Design draw_multi, sky130hd; sources not shown.
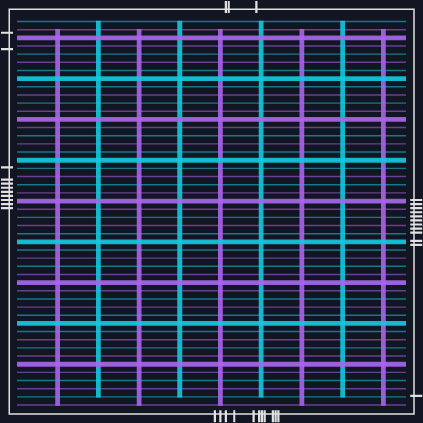
*Supply network, run 1*
(3 px per um) Pins as bars on the die edge.
cyan -> VDD
purple -> VSS
met5 straps = 9
met4 straps = 9
core area: 16600 sq um
die y size: 134 um
peak supply drop: 0.244 mV
width of the die: 134 um

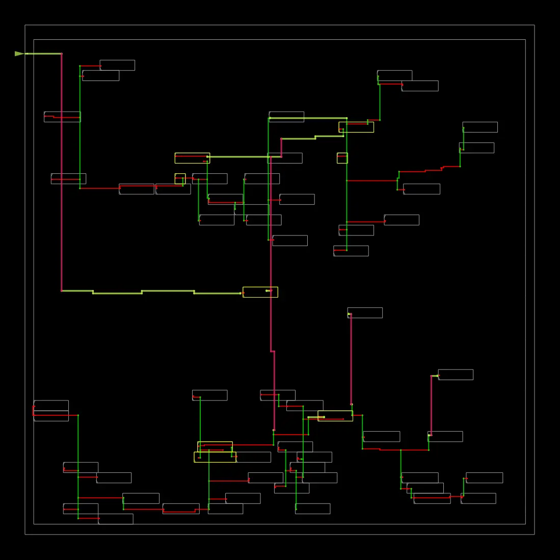
*Clock wiring as the flow saved it, run 1*
# clk buffers: 5
worst-skew pair later-pin latency: 0.32 ns
skew final: 0.0103 ns

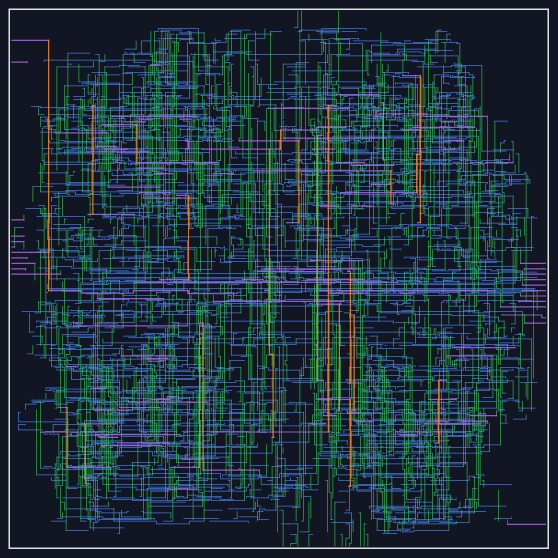
*Metal layers overlaid, run 1*
(4 px per um)
blue -> M1  # wire length 11700 um
orange -> M4  # wire length 648 um
green -> M2  # wire length 11400 um
purple -> M3  # wire length 1290 um
final wirelength: 25.0 mm
via count: 7919
Avg WL per Cell: 18.7 um
GRT Util Overall: 0.277

==> results.sh, run 1 <==
# yosys + openroad results
export IMPL_drive_above_1_share=0.266
export IMPL_place_congestion=0.941
export IMPL_rows=47
export IMPL_synth_adder_area_share=0.257
export IMPL_place_area_sq_um=9640
export IMPL_slew_viol_final=0
export IMPL_clock_path_buffers=2
export IMPL_outcome="finished with violations"
export IMPL_fin_cells=1342
export IMPL_p_int_uw=1220
export IMPL_final_util=0.619
export IMPL_yosysUniqueCellTypes=79
export IMPL_antenna_found_initial=0
export IMPL_dpl_hpwl_mm=19.2
export IMPL_ys_flops=54
export IMPL_seqPwrFrac=0.379
export IMPL_use_met2=0.449
export IMPL_ys_sh_simple=0.187
export IMPL_wl_met3_mm=1.29
export IMPL_drc=0
export IMPL_clock_sinks=54
export IMPL_vias_per_cell=5.90
export IMPL_cp_slowest_cell="fa_2"
export IMPL_whs_path_depth=2
export IMPL_finalInstanceArea_sq_um=10300
export IMPL_layout_min_cycle_time_ns=3.41
export IMPL_cts_tree="built"
export IMPL_async_flop_share=1.00
export IMPL_ys_top_cells_by_count="ha_1, inv_1, nand2_1, a21oi_1, o21ai_0"
export IMPL_portBuffers=36
export IMPL_use_met3=0.0374
export IMPL_synth_xor_area_share=0.0401
export IMPL_hold_viol=0
export IMPL_tns_ns=-0.0119
export IMPL_syn_area_sq_um=7650
export IMPL_lay_top_cells="buf_4, ha_1, inv_1"
export IMPL_violations="setup timing"
export IMPL_path_buffers=4
export IMPL_power_leakage_uw=0.00451
export IMPL_wl_met2_mm=11.4
export IMPL_start_kind="input pin"
export IMPL_path_depth=14
export IMPL_edf_count=0
export IMPL_initial_core_util=0.461
export IMPL_first_global_vias=7636
export IMPL_syn2layout_area_growth_pct=34.2
export IMPL_final_layout_top_logic_cell="buf_4"
export IMPL_rsz0062_at_grt="true"
export IMPL_cts_clk_slew_worst_paths_ns=0.07
export IMPL_logic_family="AND-OR/OR-AND gates"
export IMPL_yosys_cells=931
export IMPL_use_met1=0.386
export IMPL_crit_arrival_ns=3.59
export IMPL_min_path_type="reg -> reg"
export IMPL_worst_pin_slew_ns=0.850
export IMPL_ff_type="dfrtp_1"
export IMPL_dr_pass1_iters=5
export IMPL_setup_viol=1
export IMPL_crit_path_frequent_cell="ha_4"
export IMPL_syn_avg_cell_area_sq_um=8.22
export IMPL_cts_root_buf="clkbuf_16"
export IMPL_yosys_area_share_aoi=0.265
export IMPL_top_layer="met4"
export IMPL_ys_chip_area_sq_um=7650
export IMPL_ios=37
export IMPL_warnings=69
export IMPL_antenna_cells=0
export IMPL_grt_max_degree=55
export IMPL_antenna_violating_nets_post_route=0
export IMPL_layout_setup_ws_ns=-0.0119
export IMPL_slew_headroom=0.427
export IMPL_ys_seq_frac=0.179
export IMPL_synth_nets=1105
export IMPL_postSynthCellCount=931
export IMPL_grt_pass1_wl_mm=40.0
==> run 1: what timing repair did <==
action	in CTS	in global routing
gates cloned	1	1
pin swaps	15	30
setup buffers	4	5
hold buffers	0	0
endpoints found under the setup margin	45	38
gates resized	40	33
==> run 1: power by group through the flow <==
stage | combinational (uW) | clock, uW | sequential [uW]
floorplan | 182 | 0 | 667
global placement | 409 | 0 | 667
detailed placement | 412 | 0 | 667
CTS | 423 | 637 | 654
global route | 485 | 660 | 656
finish | 441 | 630 | 654
==> run 1: final cells by class <==
cell class	count	area, sq um
Inverter	83	322
Multi-Input combinational cell	755	6300
Timing Repair Buffer	222	1830
Clock inverter	3	45.0
Tap cell	220	275
Fill cell	1505	6320
Clock buffer	5	125
Sequential cell	54	1370
### Routed clock nets over the placement, run 1

(2 px per um)
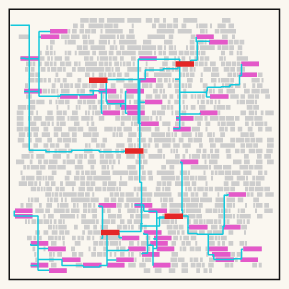

==> run 2, diff against run 1 <==
Settings changed: SETUP_SLACK_MARGIN set to 0.2.
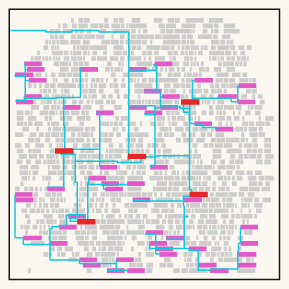
*Routed clock nets over the placement, run 2*
(2 px per um)
cyan -> clock wires  # length 1020 um
magenta -> flip-flops  # count 54
red -> clock-net drivers  # count 5
routed clock nets = 6
flops lie = all over the die
skew final: 0.00595 ns
Clk. pwr: 625 uW
Clk network pwr share: 0.360
worst-skew pair later-pin latency: 0.31 ns

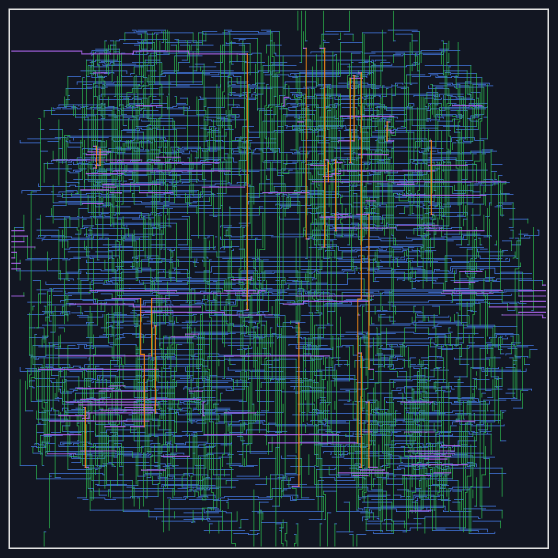
*Metal layers overlaid, run 2*
(4 px per um)
purple -> M3  # wire length 1260 um
blue -> M1  # wire length 11700 um
green -> M2  # wire length 12000 um
orange -> M4  # wire length 555 um
final wirelength: 25.5 mm
GRT Util Overall: 0.283
via count: 7942
Avg WL per Cell: 18.9 um

==> results.sh, run 2 <==
# yosys + openroad results
export IMPL_path_depth=15
export IMPL_rsz0062_at_grt="true"
export IMPL_hold_buffers=0
export IMPL_pg_seq_uw=654
export IMPL_slew_viol_final=0
export IMPL_final_util=0.646
export IMPL_comb_share=0.620
export IMPL_yosys_area_share_aoi=0.265
export IMPL_seqPwrFrac=0.377
export IMPL_outcome="finished, final reports clean"
export IMPL_top_cell="ha_1"
export IMPL_edf_count=0
export IMPL_final_layout_top_logic_cell="buf_4"
export IMPL_cts_tree="built"
export IMPL_lay_top_cells="buf_4, ha_1, inv_1"
export IMPL_ys_chip_area_sq_um=7650
export IMPL_setup_viol=0
export IMPL_crit_chain="buf_8 > clkinvlp_4 > buf_12 > ha_4 > inv_4 > ha_4 > fa_2 > a21o_1 > a31o_4 > nand4_1 > nand3_2 > o211a_4 > buf_4 > a221oi_2 > o2bb2ai_1"
export IMPL_drc=0
export IMPL_worst_pin_slew_ns=0.788
export IMPL_place_congestion=0.908
export IMPL_clock_path_buffers=2
export IMPL_path_buffers=5
export IMPL_syn_avg_cell_area_sq_um=8.22
export IMPL_ios=37
export IMPL_postSynthCellCount=931
export IMPL_ys_top_cells_by_count="ha_1, inv_1, nand2_1, a21oi_1, o21ai_0"
export IMPL_largest_class="logic gates"
export IMPL_whs_path_depth=2
export IMPL_yosysTopAreaCell="ha_1"
export IMPL_p_int_uw=1230
export IMPL_ys_seq_frac=0.179
export IMPL_htree_levels=2
export IMPL_n_tap_cell=220
export IMPL_crit_arrival_ns=3.56
export IMPL_synth_nets=1105
export IMPL_antenna_violating_nets_post_route=0
export IMPL_crit_path_frequent_cell="ha_4"
export IMPL_drive_above_1_share=0.313
export IMPL_nonClkBufAreaFrac=0.182
export IMPL_clock_sinks=54
export IMPL_portBuffers=36
export IMPL_rows=47
export IMPL_ys_sh_simple=0.187
export IMPL_ff_latch_area_sq_um=1370
export IMPL_n_fill_cell=1464
export IMPL_vias_per_cell=5.89
export IMPL_clkbuf_count=7
export IMPL_min_path_type="reg -> reg"
export IMPL_ff_type="dfrtp_1"
export IMPL_power_top_group="registers"
export IMPL_cts_clk_slew_worst_paths_ns=0.07
export IMPL_peakVddDrop_mv=0.203
export IMPL_antenna_cells=0
export IMPL_syn2layout_area_growth_pct=40.1
export IMPL_hold_viol=0
export IMPL_async_flop_share=1.00
export IMPL_first_global_vias=7747
export IMPL_clkCellAreaFrac=0.0152
export IMPL_chipWidth_um=134
export IMPL_cp_slowest_cell="fa_2"
export IMPL_p_comb_uw=456
export IMPL_layout_min_cycle_time_ns=3.36
export IMPL_comb_power_share=0.263
export IMPL_slew_headroom=0.469
export IMPL_grt_pass1_wl_mm=40.6
export IMPL_initial_core_util=0.461
export IMPL_start_kind="input pin"
export IMPL_logic_family="AND-OR/OR-AND gates"
export IMPL_fp_dieH_um=134
export IMPL_power_leakage_uw=0.00467
export IMPL_top_cell_area_share=0.217
export IMPL_dr_pass1_iters=7
export IMPL_num_nonclk_inverters=83
export IMPL_comb_multi_input_count=754
export IMPL_yosys_cells=931
export IMPL_combGateArea_sq_um=6640
export IMPL_cts_root_buf="clkbuf_16"
export IMPL_yosysUniqueCellTypes=79
export IMPL_syn_area_sq_um=7650
export IMPL_reg2reg_slack_ns=0.36
export IMPL_warnings=69
export IMPL_n_all_buffers=229
export IMPL_ys_flops=54
export IMPL_sh_seq_area=0.127
export IMPL_dpl_hpwl_mm=19.1
export IMPL_tns_ns=0
export IMPL_coreArea_sq_um=16600
export IMPL_synth_xor_area_share=0.0401
export IMPL_nFlopsAndLatches=54
export IMPL_grt_max_degree=34
export IMPL_antenna_found_initial=0
export IMPL_synth_adder_area_share=0.257
## run 2: what timing repair did
action	in CTS	in global routing
endpoints found under the setup margin	45	51
pin swaps	48	29
resized	93	73
gates cloned	2	0
buffers inserted	16	10
## run 2: through the flow
stage | cell area [sq um] | setup WS (ns) | power, uW | std cells
detailed placement | 9590 | -0.929 | 1070 | 1312
floorplan | 7850 | -0.155 | 851 | 931
global route | 10700 | -0.0387 | 1810 | 1348
CTS | 10300 | -0.00740 | 1710 | 1338
global placement | 9590 | -0.894 | 1060 | 1312
finish | 10700 | 0.0363 | 1730 | 1348
## run 2: metal layers
metal	GRT usage	share of wire	routed length (um)	up-vias
met2	0.468	0.47	12000	253
li1	-	-	-	3853
met3	0.0317	0.049	1260	43
met1	0.392	0.46	11700	3793
met5	0	0	0	-
met4	0.0737	0.022	555	0
Power figures rest on the tool's default switching activity, not on a simulated workload.
